==> images/final_clocks.png <==
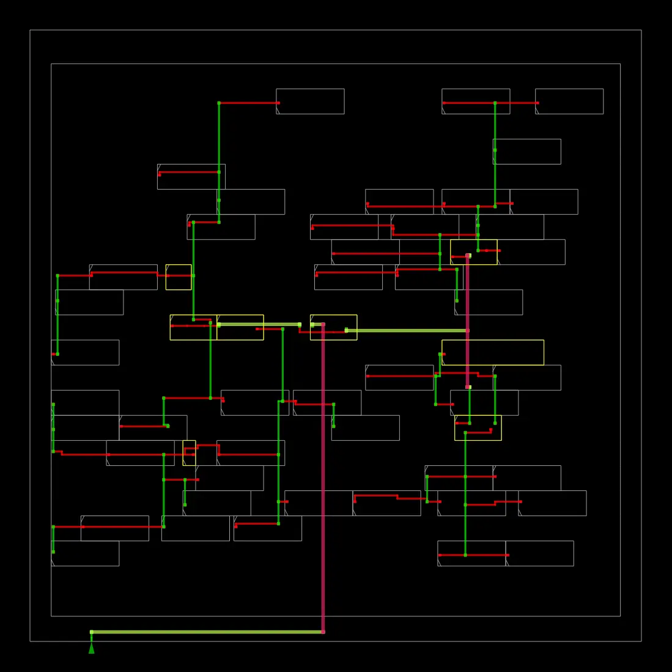
==> images/pdn.png <==
Pins as bars on the die edge.
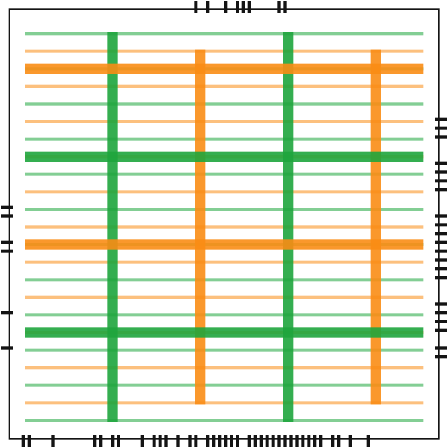
==> images/gate_families.png <==
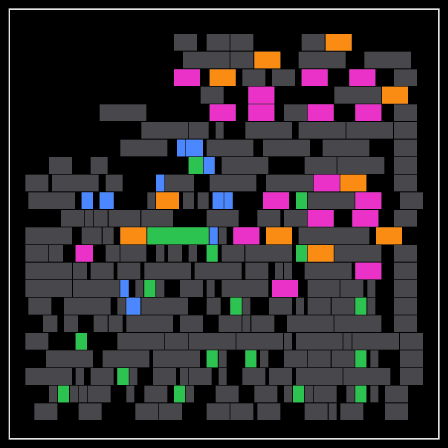
==> images/cell_classes.png <==
Scale bar: 20 um. Fill, decap, tap and diode cells in grey.
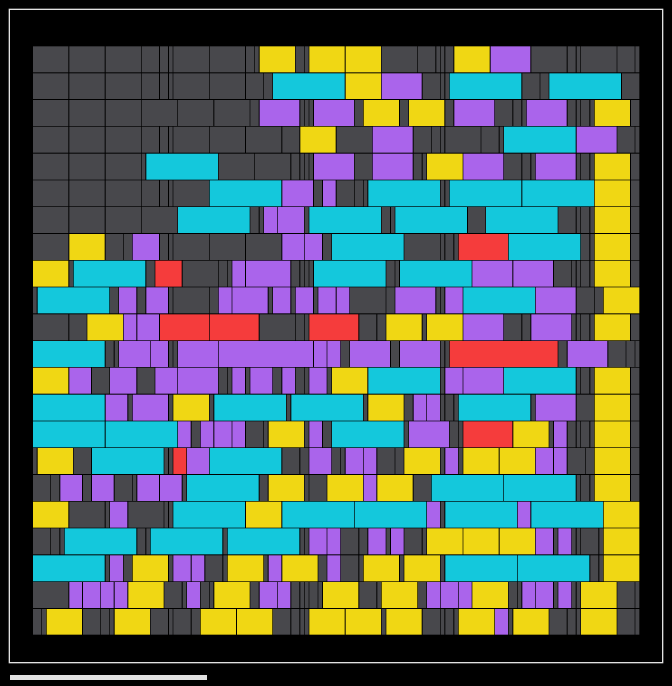
File: config.mk
export PLATFORM = sky130hd
export DESIGN_NAME = bus_bridge_m68k
export DESIGN_NICKNAME = d
export VERILOG_FILES = /design/src/rtl/bus_bridge_m68k.sv
export SDC_FILE = /design/constraint.sdc
export NUM_CORES = 1
export LEC_CHECK = 0
export ABC_AREA = 0
export CAP_MARGIN = 20
export CORE_MARGIN = 2
export CORE_UTILIZATION = 46
export DETAILED_ROUTE_END_ITERATION = 8
export PLACE_DENSITY = 0.85
export SLEW_MARGIN = 20
export SYNTH_ARGS = -nofsm -noshare
export SYNTH_HDL_FRONTEND = slang
export SYNTH_SLANG_ARGS = --single-unit
File: constraint.sdc
create_clock -name clk -period 4.75 [get_ports clk]
set_input_delay 0.7125 -clock clk [delete_from_list [all_inputs] [get_ports clk]]
set_output_delay 0.7125 -clock clk [all_outputs]
set_load 0.02 [all_outputs]
File: src/rtl/bus_bridge_m68k.sv
// 68k-style asynchronous bus bridge: synchronises CPU bus pins, issues one-cycle
// read/write strobes to the core and answers with DTACK on ack or on timeout.
module bus_bridge_m68k #(
  parameter int BUS_WIDTH   = 8,
  parameter int REG_BITS    = 4,
  parameter int SYNC_STAGES = 2,
  parameter int ACK_TIMEOUT = 15
) (
  input  logic                 clk,
  input  logic                 reset_i,
  input  logic                 bus_cs_n_i,
  input  logic                 bus_rd_nwr_i,
  input  logic [REG_BITS:0]    bus_addr_i,
  input  logic [1:0]           bus_be_n_i,
  input  logic [BUS_WIDTH-1:0] bus_data_i,
  output logic [BUS_WIDTH-1:0] bus_data_o,
  output logic                 bus_out_ena_o,
  output logic                 bus_dtack_n_o,
  output logic                 write_strobe_o,
  output logic                 read_strobe_o,
  output logic [REG_BITS-1:0]  reg_num_o,
  output logic [1:0]           byte_en_o,
  output logic [15:0]          data_o,
  input  logic [15:0]          data_i,
  input  logic                 rd_ack_i,
  input  logic                 wr_ack_i,
  output logic                 timeout_o
);

  localparam int CNT_W = (ACK_TIMEOUT < 1) ? 1 : $clog2(ACK_TIMEOUT + 1);

  typedef enum logic [1:0] {IDLE, SETUP, WAIT_ACK, ACKED} state_t;

  state_t                          state, state_nx;
  logic [SYNC_STAGES-1:0]          cs_sync, rnw_sync;
  logic [SYNC_STAGES-1:0][1:0]     be_sync;
  logic                            cs_s, rnw_s;
  logic [1:0]                      be_s;
  logic [1:0]                      lane_en;
  logic [15:0]                     wdata;
  logic [15:0]                     rd_latch;
  logic                            rnw_q, byte_sel;
  logic [CNT_W-1:0]                cnt;
  logic                            ack_hit, tmo_hit, go_wait;

  assign cs_s  = cs_sync[SYNC_STAGES-1];
  assign rnw_s = rnw_sync[SYNC_STAGES-1];
  assign be_s  = be_sync[SYNC_STAGES-1];

  // Control pins cross into clk here; chains idle high so a reset looks like "not selected".
  always_ff @(posedge clk) begin
    if (reset_i) begin
      cs_sync  <= '1;
      rnw_sync <= '1;
      be_sync  <= '1;
    end else begin
      cs_sync  <= {cs_sync[SYNC_STAGES-2:0], bus_cs_n_i};
      rnw_sync <= {rnw_sync[SYNC_STAGES-2:0], bus_rd_nwr_i};
      be_sync  <= {be_sync[SYNC_STAGES-2:0], bus_be_n_i};
    end
  end

  if (BUS_WIDTH == 8) begin : g_w8
    wire unused_be = &{1'b0, be_s};
    assign lane_en    = bus_addr_i[0] ? 2'b01 : 2'b10;
    assign wdata      = {bus_data_i, bus_data_i};
    assign bus_data_o = byte_sel ? rd_latch[7:0] : rd_latch[15:8];
  end else begin : g_w16
    wire unused_sel = &{1'b0, byte_sel};
    assign lane_en    = ~be_s;
    assign wdata      = bus_data_i;
    assign bus_data_o = rd_latch;
  end

  always_comb begin
    state_nx = state;
    ack_hit  = rnw_q ? rd_ack_i : wr_ack_i;
    tmo_hit  = (ACK_TIMEOUT != 0) && (cnt == CNT_W'(ACK_TIMEOUT));
    case (state)
      IDLE:     if (!cs_s) state_nx = SETUP;
      SETUP:    if (cs_s) state_nx = IDLE;
                else if (lane_en == 2'b00) state_nx = ACKED;
                else state_nx = WAIT_ACK;
      WAIT_ACK: if (cs_s) state_nx = IDLE;
                else if (ack_hit || tmo_hit) state_nx = ACKED;
      ACKED:    if (cs_s) state_nx = IDLE;
      default:  state_nx = IDLE;
    endcase
  end

  assign go_wait = (state == SETUP) && (state_nx == WAIT_ACK);

  always_ff @(posedge clk) begin
    if (reset_i) begin
      state          <= IDLE;
      bus_out_ena_o  <= 1'b0;
      bus_dtack_n_o  <= 1'b1;
      write_strobe_o <= 1'b0;
      read_strobe_o  <= 1'b0;
      timeout_o      <= 1'b0;
      reg_num_o      <= '0;
      byte_en_o      <= '0;
      data_o         <= '0;
      rd_latch       <= '0;
      rnw_q          <= 1'b0;
      byte_sel       <= 1'b0;
      cnt            <= '0;
    end else begin
      state          <= state_nx;
      bus_out_ena_o  <= !cs_s && rnw_s;
      bus_dtack_n_o  <= (state_nx != ACKED);
      write_strobe_o <= go_wait && !rnw_s;
      read_strobe_o  <= go_wait && rnw_s;
      // Ack beats a simultaneous timeout; an aborted cycle reports neither.
      timeout_o      <= (state == WAIT_ACK) && !cs_s && !ack_hit && tmo_hit;
      if (state == SETUP) begin
        reg_num_o <= bus_addr_i[REG_BITS:1];
        byte_en_o <= lane_en;
        data_o    <= wdata;
        rnw_q     <= rnw_s;
        byte_sel  <= bus_addr_i[0];
      end
      if (state == WAIT_ACK) begin
        if (cnt != '1) cnt <= cnt + 1'b1;
        if (!cs_s) begin
          if (ack_hit) begin
            if (rnw_q) rd_latch <= data_i;
          end else if (tmo_hit) begin
            rd_latch <= 16'hFFFF;
          end
        end
      end else begin
        cnt <= '0;
      end
    end
  end

endmodule

==> flow_summary_export.csv <==
group,metric,value,unit
placed_design,port_buffers,69,
critical_path,cp-end-kind,"flip-flop",
sta,rsz0062_at_grt,"false",
flow_run,cap_violations,0,
finish,flops,46,
critical_path,cp-start-kind,"primary input",
outcome,outcome,"finished clean",
synthesis,syn_area_per_cell,10.2,um2
power,power.leakage,0.000885,uW
clock_network,cts_resized,0,
route,drc,0,
global_routing,grt_pass1_vias,1409,
synthesis,ys_sh_aoi,0.166,
clock_network,cts_tree,"built",
sta,relSlewSlack,0.470,
route,firstDrtPassIters,4,
route,met1_length,1750,um
synthesis,topCombFamilyByArea,"AND-OR/OR-AND gates",
synthesis,ys_sh_adder,0.00703,
sta,worst_pin_slew,0.793,ns
clock_network,cts_hold_buf,0,
flow_run,tool_warnings,28,
synthesis,xor_area_frac,0.00492,
floorplanning,dieArea,4380,um2
global_routing,grt_overflow,0,
sta,layout_min_cycle_time,2.61,ns
route,routed_via_density,5.21,
sta,finalSetupViolations,0,
clock_network,cts_root_buf,"clkbuf_8",
critical_path,required,4.93,ns
placed_design,dp_hpwl,2670,um
synthesis,syn_inst,174,
synthesis,mux_share,0.0625,
synthesis,synth.distinct_cells,32,
finish,drive_gt1_frac,0.0991,
finish,nets,269,
floorplanning,row_count,22,
route,dr_total_vias,1460,
synthesis,synth.largest_area_cell,"dfxtp_1",
global_routing,gr-usage-all-layers,0.191,
sta,hold_viol_final,0,
route,post_drt_wl_per_cell,14.1,um
route,drt_first_iter_violations,140,
finish,clock_cell_area_share,0.0439,
synthesis,ys_warn_count,0,
finish,n_fill_cell,306,
sta,period_used_share,0.550,
min_path,whs_endpoint,"cs_sync[1]$_SDFF_PP1_",
finish,inv_count,2,
finish,combGateArea,721,um2
sta,setup_tns,0,ns
floorplanning,fp_util,0.483,
synthesis,ys_cells,174,
synthesis,synth_flops,46,
finish,lay_top_cells,"clkdlybuf4s50_1, dfxtp_1, nand2_1",
route,postRouteAntennaNets,0,
synthesis,syn_area,1780,um2
route,met3RoutedLength,167,um
critical_path,endpoint,"cnt[3]$_SDFFE_PP0N_",
placed_design,place_congestion,0.786,
critical_path,r2r_start,"cnt[0]$_SDFFE_PP0N_",
clock_network,htree_num_levels,2,
synthesis,yosys-stat-area,1780,um2
power,totalPowerFinal,734,uW
min_path,hold_start,"cs_sync[0]$_SDFF_PP1_",
finish,buf_share,0.275,
global_routing,grt_pass1_wl,6440,um
critical_path,r2r_slack,2.76,ns
min_path,hold_depth,1,
global_routing,grt_start_max_net_pins,23,
sta,whs,0.415,ns
synthesis,syn-num-nets,212,
critical_path,reg2reg_depth,4,
clock_network,cts.path.max_buffers,2,
synthesis,simple_gate_area_frac,0.164,
min_path,min_path_type,"reg -> reg",
global_routing,antenna_found_initial,0,
route,wl_met2,1960,um
clock_network,clk_pin_slew_worst_paths,0.08,ns
sta,drv_slew,0,
floorplanning,top_level_ports,72,
synthesis,ys_seq_share,0.517,
route,drt_wl_total,3950,um
critical_path,worst_r2r_endpoint,"rd_latch[8]$_SDFFE_PP0P_",
synthesis,synthTopCellsByArea,"dfxtp_1, o221a_1, nand2_1",
power,p_per_area,292,nW/um2
critical_path,cp_max_fo,22,
clock_network,cts_setup_buffers,0,
finish,flop_area,921,um2
clock_network,cts_sinks,46,
finish,largestClassByArea,"registers",
critical_path,critical_path.startpoint,"reset_i",
floorplanning,taps,48,
critical_path,setup.worst_path.class,"in -> reg",
synthesis,top_area_frac,0.517,
finish,syn2layout_area_growth,41.0,%
clock_network,clk_latency,0.29,ns
finish,comb_cells,107,
finish,diodes,0,
route,maxUsedRoutingLayer,"met4",
finish,buffers,69,
sta,fmax,383,MHz
critical_path,critPathArrivalTime,2.79,ns
-- final_clocks.png (at the start) --
Num CTS Buffers: 5
Final Skew: 0.00430 ns
clkbuf count: 6
Clock net power: 282 uW

-- pdn.png (at the start) --
| net | colour |
|---|---|
| VDD | orange |
| VSS | green |
met4 straps: 4
signal pins: 72
met5 straps: 4
rows: 22
met1 rails: 23
Die Wd: 66.2 um
die height: 66.2 um
VDD IR-drop max: 307 uV
core area: 3690 um2

-- gate_families.png (at the start) --
| family | colour | cells | most used |
|---|---|---|---|
| AND-OR and OR-AND gates | magenta | 17 | o221a_1 |
| NOR gates | blue | 11 | nor2_1 |
| inverting AOI/OAI gates | green | 17 | a21oi_1 |
| multiplexers | orange | 10 | mux2_2 |
Top cell excl fill/tap: clkdlybuf4s50_1
filler-free cell count of the finished design: 280
logic share of the area: 0.287

-- cell_classes.png (at the start) --
| class | colour | cells | share of their area |
|---|---|---|---|
| all other logic | purple | 109 | 30% |
| clock drivers and dummy loads | red | 8 | 4.5% |
| other buffers and delay cells | yellow | 69 | 28% |
| flops | cyan | 46 | 38% |
Final Core Density: 0.680
sequential cell area share: 0.367

[routing by layer]
layer | up-vias | track usage
li1 | 711 | -
met1 | 704 | 0.235
met2 | 38 | 0.328
met3 | 7 | 0.0460
met4 | 0 | 0.0612
met5 | - | 0
[registers in the layout (all words and copies together) (netlist names)]
signal and count:
state 2, cnt 4, byte_en_o 2, read_strobe_o 1, bus_dtack_n_o 1, bus_out_ena_o 1, rd_latch 16, timeout_o 1
data_o 8, write_strobe_o 1, reg_num_o 4, rnw_sync 2, cs_sync 2, rnw_q 1
[metrics by stage]
step,cell area (um2),std cells,setup WS [ns]
after detailed placement,2400,272,1.88
after CTS,2510,280,2.18
after global placement,2400,272,1.93
after floorplan,1780,174,3.01
after global routing,2510,280,1.97
final,2510,280,2.14
[critical path, stage by stage]
cell	delay (ns)
clkdlybuf4s50_1	0.99
clkinv_1	0.66
nand2_1	0.33
nor3_1	0.09
[synth_stat cells, drive strengths merged]
| cell | n |
|---|---|
| inv | 1 |
| nand2b | 2 |
| o21a | 1 |
| clkinv | 1 |
| a31oi | 1 |
| and2 | 1 |
| buf | 12 |
| clkbuf | 7 |
| a21oi | 15 |
| and2b | 1 |
| dfxtp | 46 |
| nand3 | 3 |
| ha | 1 |
| mux2 | 9 |
| nand3b | 1 |
| nor3 | 3 |
| and3 | 2 |
| o221a | 16 |
| a221oi | 1 |
| or2 | 5 |
| nand2 | 33 |
| xnor2 | 1 |
| nor4 | 1 |
| mux2i | 1 |
| or3b | 2 |
| nor2 | 5 |
| nor2b | 1 |
| nor3b | 1 |
[power by group]
group	total [uW]	internal [uW]	switching [uW]	leakage [uW]
Clock	282	157	125	0.0000514
Combinational	58.7	36.5	22.2	0.000461
Sequential	394	390	3.42	0.000372
Total	734	584	150	0.000885
No activity file was given, so power comes from the tool's default toggle rates.
